[src/rtl/imm_instr_encoder.sv]
// Immediate-format instruction encoder: range-checks the immediate, builds the
// RV32I word and streams it with a word address through a one-entry output stage.
module imm_instr_encoder #(
  parameter int ADDR_W    = 8,
  parameter int ERR_CNT_W = 8
) (
  input  logic                 clk_i,
  input  logic                 rst_i,
  input  logic                 in_valid_i,
  output logic                 in_ready_o,
  input  logic [2:0]           op_i,
  input  logic [4:0]           rd_i,
  input  logic [4:0]           rs1_i,
  input  logic [4:0]           rs2_i,
  input  logic [31:0]          imm_i,
  output logic                 out_valid_o,
  input  logic                 out_ready_i,
  output logic [ADDR_W-1:0]    out_addr_o,
  output logic [31:0]          out_instr_o,
  output logic                 err_o,
  output logic [ERR_CNT_W-1:0] err_cnt_o,
  output logic                 wrap_o
);

  localparam logic [0:0] EMPTY = 1'b0;
  localparam logic [0:0] FULL  = 1'b1;

  localparam logic [2:0] OP_ADDI = 3'd0;
  localparam logic [2:0] OP_SRAI = 3'd1;
  localparam logic [2:0] OP_LW   = 3'd2;
  localparam logic [2:0] OP_SW   = 3'd3;
  localparam logic [2:0] OP_BEQ  = 3'd4;

  typedef struct packed {
    logic [2:0]  op;
    logic [4:0]  rd;
    logic [4:0]  rs1;
    logic [4:0]  rs2;
    logic [31:0] imm;
  } req_t;

  req_t       req;
  logic [0:0] state_q;
  logic       accept, out_hs, legal, in_rng12, in_rng5;
  logic [31:0] enc;

  assign req = '{op: op_i, rd: rd_i, rs1: rs1_i, rs2: rs2_i, imm: imm_i};

  assign in_ready_o  = !rst_i && ((state_q == EMPTY) || out_ready_i);
  assign out_valid_o = (state_q == FULL);
  assign accept      = in_valid_i && in_ready_o;
  assign out_hs      = out_valid_o && out_ready_i;

  // Signed range over the full 32 bits: upper bits must all equal the sign bit.
  assign in_rng12 = (req.imm[31:11] == '0) || (req.imm[31:11] == '1);
  assign in_rng5  = (req.imm[31:5] == '0);

  always_comb begin
    legal = 1'b0;
    enc   = '0;
    case (req.op)
      OP_ADDI: begin
        legal = in_rng12;
        enc   = {req.imm[11:0], req.rs1, 3'b000, req.rd, 7'b0010011};
      end
      OP_SRAI: begin
        legal = in_rng5;
        enc   = {7'b0100000, req.imm[4:0], req.rs1, 3'b101, req.rd, 7'b0010011};
      end
      OP_LW: begin
        legal = in_rng12;
        enc   = {req.imm[11:0], req.rs1, 3'b010, req.rd, 7'b0000011};
      end
      OP_SW: begin
        legal = in_rng12;
        enc   = {req.imm[11:5], req.rs2, req.rs1, 3'b010, req.imm[4:0], 7'b0100011};
      end
      OP_BEQ: begin
        // imm is already in halfword units, so bit 0 of the byte offset is implicit.
        legal = in_rng12;
        enc   = {req.imm[11], req.imm[9:4], req.rs2, req.rs1, 3'b000,
                 req.imm[3:0], req.imm[10], 7'b1100011};
      end
      default: begin
        legal = 1'b0;
        enc   = '0;
      end
    endcase
  end

  always_ff @(posedge clk_i) begin
    if (rst_i) begin
      state_q     <= EMPTY;
      out_instr_o <= '0;
      out_addr_o  <= '0;
      err_o       <= 1'b0;
      err_cnt_o   <= '0;
      wrap_o      <= 1'b0;
    end else begin
      wrap_o <= out_hs && (&out_addr_o);
      if (out_hs) out_addr_o <= out_addr_o + ADDR_W'(1);

      if (accept && legal) begin
        out_instr_o <= enc;
        state_q     <= FULL;
      end else if (out_hs) begin
        state_q <= EMPTY;
      end

      err_o <= accept && !legal;
      if (accept && !legal && !(&err_cnt_o)) err_cnt_o <= err_cnt_o + ERR_CNT_W'(1);
    end
  end

endmodule
[config.mk]
export PLATFORM = sky130hd
export DESIGN_NAME = imm_instr_encoder
export DESIGN_NICKNAME = d
export VERILOG_FILES = /design/src/rtl/imm_instr_encoder.sv
export SDC_FILE = /design/constraint.sdc
export NUM_CORES = 1
export LEC_CHECK = 0
export ABC_AREA = 1
export CORE_MARGIN = 2
export CORE_UTILIZATION = 42
export DETAILED_ROUTE_END_ITERATION = 10
export PLACE_DENSITY_LB_ADDON = 0.25
export SLEW_MARGIN = 15
export SYNTH_ARGS = -nofsm -noshare
export SYNTH_HDL_FRONTEND = slang
export SYNTH_SLANG_ARGS = --single-unit
export TNS_END_PERCENT = 100
[constraint.sdc]
create_clock -name clk_i -period 2.08 [get_ports clk_i]
set_input_delay 0.208 -clock clk_i [delete_from_list [all_inputs] [get_ports clk_i]]
set_output_delay 0.208 -clock clk_i [all_outputs]
set_load 0.02 [all_outputs]
**Run 1: sizing map**

The bar under the picture is 20 µm long.
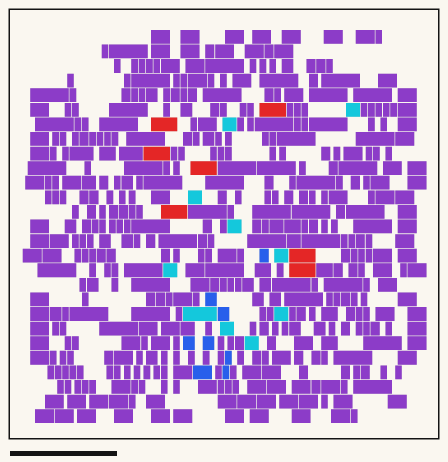
- blue: x2 (cells 8; share 1.7%)
- cyan: x3 and x4 (cells 10; share 2.1%)
- purple: x1 and smaller (cells 453; share 95%)
- red: x6 and larger (cells 7; share 1.5%)

**Run 1: the clock network**

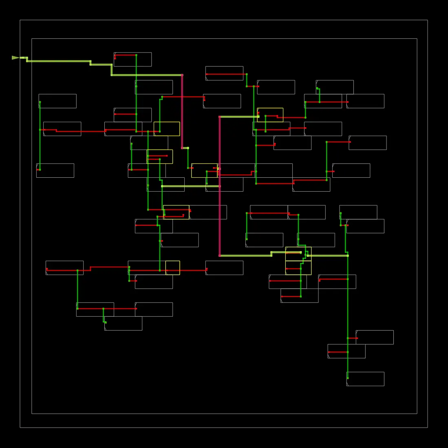
Flops: 47
CTS buffer count: 5
CTS Sinks: 47
clock buf count: 7
clk_lat worst skew: 0.30 ns

**Run 1: clock wires, drivers and flops**

The bar under the picture is 20 µm long.
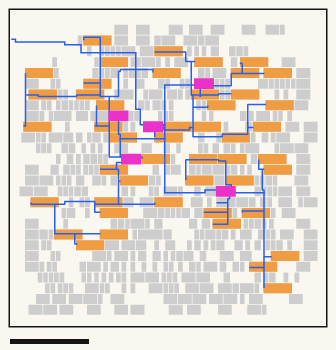
- blue: clock wires (length 546 µm)
- magenta: clock-net drivers (count 5)
- orange: flip-flops (count 47)
- routed clock nets: 6

**Run 1: a small window of the routed layout**

Region (45, 5) to (75, 35) µm. Cells in grey, sequential cells in the stronger grey; small squares are vias.
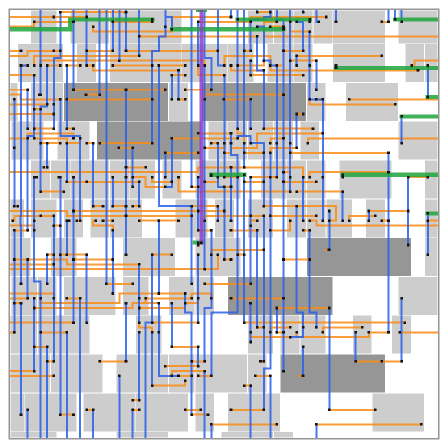
- purple: M4
- green: M3
- orange: M1
- blue: M2
- cells with their middle in the window: 90
- most frequent: nand2_1 (21), clkdlybuf4s50_1 (20), inv_1 (11)
- sequential cells in the window: 6
- netlist names of flops here include: `out_instr_o` (6)

==> results.ini, run 1 <==
[status]
outcome = completed

[hold_path]
hp-start = out_instr_o[23]$_SDFFE_PP0P_

[floorplan]
nWellTaps = 72
core_area_um2 = 5540
die.size.y_um = 79.81
fp_util_pct = 43.56
dieArea_um2 = 6369
num_rows = 27

[layout]
logic_gates = 268
comb_share_pct = 33.66
fillers = 506
largest_class = logic gates
area_growth_pct = 49.40
fin_util_pct = 65.09
diodes = 0
combGateArea_um2 = 1214
inverters = 44
drive_gt1_share_pct = 5.230
seq_area_um2 = 940.9
seq_share_pct = 26.09
buffers = 111

[synth]
yosys.cell_count.top_type = nand2_1
synth-xor-area-share_pct = 0.3629
edf_count = 0
ys.flops = 47
ys.flop_type = dfxtp_1
avgSynthCellArea_um2 = 6.453
synth_chip_area_um2 = 2414
synthesis.area_um2 = 2414
yosysWarningCount = 0
ys_cells = 374
yosysTopAreaCell = dfxtp_1
synth-compound-area-share_pct = 12.03

[global_routing]
grt_antenna_before_repair = 0
grt_max_degree = 27
grtUsageTotal_pct = 21.15
grt_pass1_wl_um = 10900

[clocking]
cts_tree = done
clock_path_buffers = 2
cts_setup_buffers = 0
htreeDepth = 2
cts_root_buf = clkbuf_8

[timing]
setup_slack_ns = 0.3527
min_period_over_period_pct = 83.04
fin_setup_tns_ns = 0
worst_hold_slack_ns = 0.4689
rsz0062_at_grt = false
setup_viol = 0

[critical_path]
rrSetupSlack_ns = 0.35
endpoint_kind = flip-flop
worstPathArrival_ns = 1.93
cp.required_ns = 2.28

[detailed_routing]
wl_per_cell_um = 11.96
vias = 2650
viasPerCell = 4.818
dr.first_iter.drc_count = 113

[run]
maxCapViolations = 0
warning_count = 26

[placement]
placedCellCount = 542
portBuffers = 103

[power_and_ir_drop]
p_total_uw = 1766
powerDensity_nw_per_um2 = 489.7
p_leak_uw = 0.001464

[run 1: flip-flops by register name (all words and copies together) (netlist names)]
signal	count
wrap_o	1
err_cnt_o	8
out_addr_o	8
out_valid_o	1
out_instr_o	28
err_o	1
[run 1: cells in the final DEF (no fill, tap or decap)]
cell type          n
a21boi_0           1
a21oi_1           26
a31oi_1            1
and3_1             1
buf_4              8
clkbuf_8           7
clkdlybuf4s50_1  103
clkinv_2           1
clkinvlp_4         1
conb_1             2
dfxtp_1           47
ha_1               2
inv_1             41
inv_2              2
nand2_1          115
nand2_2            4
nand3_1           15
nand3_2            1
nand3_4            1
nand4_1            7
nor2_1            58
nor3_1             7
nor3b_1            1
nor4_1             1
o21a_1             1
o21ai_0           10
o21bai_1           1
o221ai_1           5
o22ai_1            6
or2_0              1
xor2_1             1
[run 1: routing by layer]
layer | routed length [µm] | GRT usage [%] | up-vias
met1 | 2877 | 24.20 | 1179
li1 | - | - | 1394
met4 | 87 | 5.254 | 0
met2 | 3329 | 40.17 | 67
met3 | 283 | 3.846 | 10
met5 | 0 | 0 | -
[run 1: where the power goes]
| group | internal, µW | switching (µW) |
|---|---|---|
| logic | 137 | 115 |
| clock network | 303 | 303 |
| registers | 904 | 5.12 |
| total | 1340 | 423 |
[run 1: critical path, stage by stage, from the launching register on]
cell and delay (ns):
dfxtp_1 0.39, ha_1 0.20, nand2_1 0.10, nor3_1 0.32
nand3_1 0.20, nand3_1 0.24, nand2_1 0.08, nand2_1 0.06
nor2_1 0.04
[run 1: cells by family (layout without fill, tap and decap cells)]
logic type / Yosys count / in the layout
xor+xnor: 1 / 1
simple gates: 212 / 212
fa+ha+maj: 2 / 2
other cells: 1 / 2
compound gates: 51 / 51
buf+inv: 60 / 163
flops: 47 / 47
--- run 2 (diff from run 1) ---
Clock period 2.08 ns to 1.8 ns, I/O delays scaled along.
**Run 2: a small window of the routed layout**

Region (45, 5) to (75, 35) µm. Cells in grey, sequential cells in the stronger grey; small squares are vias.
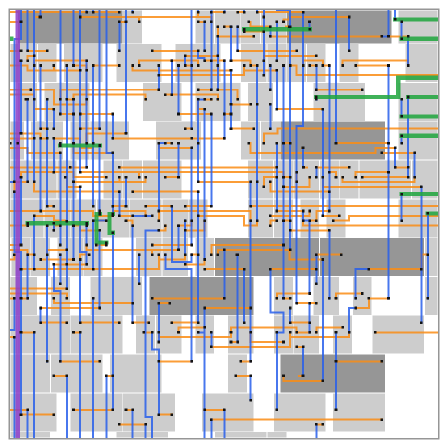
- green: M3
- purple: M4
- orange: M1
- blue: M2
- cells with their middle in the window: 96
- most frequent: nand2_1 (26), clkdlybuf4s50_1 (21), inv_1 (9)
- netlist names of flops here include: `out_instr_o` (7)
- sequential cells in the window: 7

==> results.ini, run 2 <==
[layout]
fillers = 528  ; was 506
top_register = out_instr_o  ; unchanged
area_growth_pct = 53.81  ; was 49.40%
seq_area_um2 = 940.9  ; unchanged
fin_util_pct = 67.01  ; was 65.09%
combGateArea_um2 = 1224  ; was 1214 µm²
diodes = 0  ; unchanged
layout.cells.most_common = nand2_1  ; unchanged
final_cell_mix = 115 x nand2_1, 103 x clkdlybuf4s50_1, 58 x nor2_1, 47 x dfxtp_1, 41 x inv_1  ; unchanged
drive_gt1_share_pct = 7.582  ; was 5.230%
reg_top3 = out_instr_o: 28 flops, err_cnt_o: 8 flops, out_addr_o: 8 flops  ; unchanged

[global_routing]
grt_pass1_wl_um = 10660  ; was 10900 µm
grt_max_degree = 25  ; was 27
grt_antenna_before_repair = 0  ; unchanged

[hold_path]
hp-start = out_instr_o[11]$_SDFFE_PP0P_  ; was out_instr_o[23]$_SDFFE_PP0P_

[synth]
yosysTopAreaCell = dfxtp_1  ; unchanged
ys.flops = 47  ; unchanged
yosysWarningCount = 0  ; unchanged
yosys.cell_count.top_type = nand2_1  ; unchanged
synthesis.area_um2 = 2414  ; unchanged
synth_chip_area_um2 = 2414  ; unchanged
ys.flop_type = dfxtp_1  ; unchanged
avgSynthCellArea_um2 = 6.453  ; unchanged
ys_cells = 374  ; unchanged

[timing]
worst_hold_slack_ns = 0.4661  ; was 0.4689 ns
setup_slack_ns = 0.1384  ; was 0.3527 ns
rsz0062_at_grt = false  ; unchanged
min_period_over_period_pct = 92.31
setup_viol = 0  ; unchanged

[detailed_routing]
vias = 2721  ; was 2650
wl_per_cell_um = 11.80  ; was 11.96 µm
viasPerCell = 4.859  ; was 4.818
dr.first_iter.drc_count = 110  ; was 113

[placement]
portBuffers = 103  ; unchanged
placedCellCount = 552  ; was 542

[clocking]
clkSinkCount = 47  ; unchanged
clock_path_buffers = 2  ; unchanged
htreeDepth = 2  ; unchanged
cts_setup_buffers = 0  ; unchanged
hold_buffers = 0  ; unchanged

[critical_path]
rrSetupSlack_ns = 0.21  ; was 0.35 ns
cp.required_ns = 1.62  ; was 2.28 ns
endpoint_kind = output pin  ; was flip-flop

[run]
maxCapViolations = 0  ; unchanged

[floorplan]
num_rows = 27  ; unchanged
core_area_um2 = 5540  ; unchanged
dieArea_um2 = 6369  ; unchanged

[power_and_ir_drop]
p_leak_uw = 0.001526  ; was 0.001464 µW
powerDensity_nw_per_um2 = 570.2  ; was 489.7 nW/µm²

[status]
outcome = completed  ; unchanged

**Run 2: the clock network**

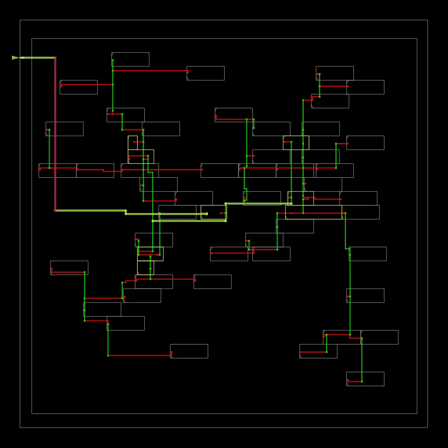
clk_lat worst skew: 0.29 ns
Setup Skew: 0.002019 ns

==> run 2: where the power goes <==
| part | internal (µW) | switching (µW) |
|---|---|---|
| clock network | 414 | 350 |
| logic | 168 | 135 |
| registers | 1040 | 5.69 |
==> run 2: per-layer routing <==
metal | vias up | GRT usage [%] | routed length, µm
li1 | 1403 | - | -
met1 | 1236 | 24.82 | 2777
met2 | 75 | 37.73 | 3353
met3 | 7 | 3.167 | 368
met4 | 0 | 7.288 | 107
met5 | - | 0 | 0
==> run 2: layout make-up <==
cell class / instances / share of cell area [%]
clock inverter: 3 / 1.180
tap: 72 / 2.427
sequential: 47 / 25.35
inverter: 44 / 4.483
multi-input combinational: 268 / 32.96
timing repair buffer: 121 / 31.75
clock buffer: 5 / 1.854
==> run 2: critical path: stages <==
cell	delay, ns
clkdlybuf4s50_1	0.49
inv_1	0.06
a21oi_1	0.13
clkdlybuf4s50_1	0.63
==> run 2: stage by stage <==
stage | setup TNS [ns] | total power, µW
after floorplan | 0 | 1195
after global placement | -0.3400 | 1372
after detailed placement | -2.399 | 1375
after CTS | 0 | 2138
after global routing | 0 | 2210
final | 0 | 2117
==> run 2: logic make-up (layout without fill, tap and decap cells) <==
family | count (synthesis) | in the layout | share of synthesized area [%]
compound gates | 51 | 51 | 12.03
xor+xnor | 1 | 1 | 0.3629
fa+ha+maj | 2 | 2 | 1.037
buf+inv | 60 | 173 | 10.89
flops | 47 | 47 | 38.98
other cells | 1 | 2 | 0.1554
simple gates | 212 | 212 | 36.55
--- run 3 (diff from run 2) ---
Settings changed: CTS_CLUSTER_SIZE set to 28.
**Run 3: sizing map**

The bar under the picture is 20 µm long.
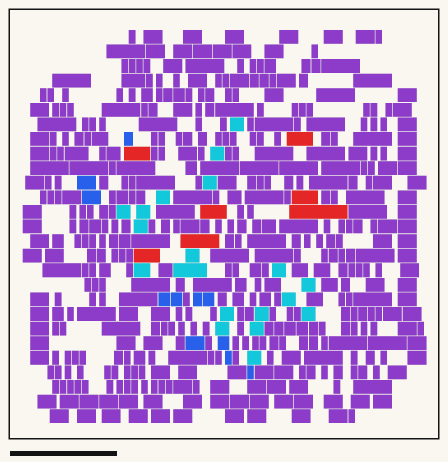
Final Cell Area: 3712 µm²
setup ws final: 0.1384 ns
bufs w/o clock: 121
Area Growth Syn to Fin: 53.81%

==> results.ini, run 3 <==
[synth]
synthesis.area_um2 = 2414  ; unchanged
yosysWarningCount = 0  ; unchanged
avgSynthCellArea_um2 = 6.453  ; unchanged
edf_count = 0  ; unchanged
ys_cells = 374  ; unchanged
yosys.cell_count.top_type = nand2_1  ; unchanged
yosysTopAreaCell = dfxtp_1  ; unchanged
synth_chip_area_um2 = 2414  ; unchanged

[detailed_routing]
wl_met1_um = 2777  ; unchanged
highest_layer = met4  ; unchanged
wl_met2_um = 3353  ; unchanged
viasPerCell = 4.859  ; unchanged
wl_met3_um = 368  ; unchanged
wl_per_cell_um = 11.80  ; unchanged
vias = 2721  ; unchanged

[global_routing]
grt_antenna_before_repair = 0  ; unchanged
grt_max_degree = 25  ; unchanged
top_usage_layer = met2  ; unchanged
grt_pass1_wl_um = 10660  ; unchanged
grtUsageTotal_pct = 20.81  ; unchanged
met1_usage_pct = 24.82  ; unchanged
use_met3_pct = 3.167  ; unchanged

[layout]
fillers = 528  ; unchanged
largest_reg_flops = 28  ; unchanged
top_register = out_instr_o  ; unchanged
fin_util_pct = 67.01  ; unchanged
reg_top3 = out_instr_o: 28 flops, err_cnt_o: 8 flops, out_addr_o: 8 flops  ; unchanged
drive_gt1_share_pct = 7.582  ; unchanged
final_cell_mix = 115 x nand2_1, 103 x clkdlybuf4s50_1, 58 x nor2_1, 47 x dfxtp_1, 41 x inv_1  ; unchanged

[clocking]
clkSinkCount = 47  ; unchanged
cts_root_buf = clkbuf_8  ; unchanged
clock_path_buffers = 2  ; unchanged
cts_setup_buffers = 0  ; unchanged
clock.latency.late_pin_ns = 0.29  ; about the same
cts_inserted_buffers = 5  ; unchanged
htreeDepth = 2  ; unchanged

[timing]
rsz0062_at_grt = false  ; unchanged
skew_ns = 0.002019  ; unchanged
setup_viol = 0  ; unchanged

[critical_path]
crit_top_cell = clkdlybuf4s50_1  ; unchanged
path_buffers = 3  ; unchanged
slowest_stage = clkdlybuf4s50_1  ; unchanged
path_delay_family = buffers and inverters  ; unchanged
slowest_delay_ns = 0.63  ; about the same

[power_and_ir_drop]
power.share.combinational_pct = 14.3  ; about the same
p_seq_share_pct = 49.6  ; about the same
p_leak_uw = 0.001526  ; unchanged
power_leader = sequential cells  ; unchanged
internal-power_uw = 1626  ; unchanged
p_total_uw = 2117  ; unchanged

[floorplan]
fp_util_pct = 43.56  ; unchanged
die.size.y_um = 79.81  ; unchanged
core_area_um2 = 5540  ; unchanged

[run]
maxCapViolations = 0  ; unchanged
warning_count = 26  ; unchanged

[status]
outcome = completed  ; unchanged

[placement]
portBuffers = 103  ; unchanged

**Run 3: clock wires, drivers and flops**

The bar under the picture is 20 µm long.
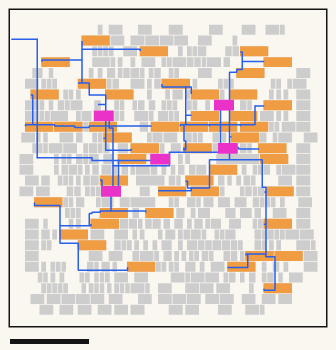
Clock group: 764 µW
Clk pwr share: 36.1%

[run 3: cell counts in the layout (fill, tap and decap cells not counted)]
No cell type changed its count.
[run 3: kinds of logic (layout without fill, tap and decap cells)]
kind of cell	after synthesis	in the layout	share of synthesized area, %
XOR/XNOR	1	1	0.3629
buffers and inverters	60	173	10.89
AND-OR/OR-AND	51	51	12.03
adder cells (fa/ha/maj)	2	2	1.037
AND/OR/NAND/NOR	212	212	36.55
flip-flops	47	47	38.98
other	1	2	0.1554
[run 3: final timing paths]
| path | from | to | slack (ns) | cells after the start |
|---|---|---|---|---|
| setup / recovery | out_ready_i | in_ready_o | 0.14 | 4 |
| hold / removal | out_instr_o[11]$_SDFFE_PP0P_ | out_instr_o[11]$_SDFFE_PP0P_ | 0.47 | 2 |
| setup reg to reg | err_cnt_o[0]$_SDFFE_PP0P_ | err_cnt_o[2]$_SDFFE_PP0P_ | 0.21 | 8 |
| hold reg to reg | out_instr_o[11]$_SDFFE_PP0P_ | out_instr_o[11]$_SDFFE_PP0P_ | 0.47 | 2 |
[run 3: stage by stage]
stage          instances  setup WS [ns]  hold WS [ns]  setup TNS, ns
3_3_place_gp         552       -0.05965        0.4506        -0.3400
5_1_grt              560        0.02081        0.4838              0
2_1_floorplan        375         0.1431        0.3149              0
4_1_cts              560        0.03028        0.4656              0
6_report             560         0.1384        0.4661              0
3_5_place_dp         552        -0.1258        0.4526         -2.399
[run 3: layout make-up]
cell class | instances | area (µm²) | area share (%)
Clock buffer | 5 | 68.82 | 1.854
Clock inverter | 3 | 43.79 | 1.180
Inverter | 44 | 166.4 | 4.483
Multi-Input combinational cell | 268 | 1224 | 32.96
Sequential cell | 47 | 940.9 | 25.35
Tap cell | 72 | 90.09 | 2.427
Timing Repair Buffer | 121 | 1179 | 31.75
Power and IR drop assume default switching activity.
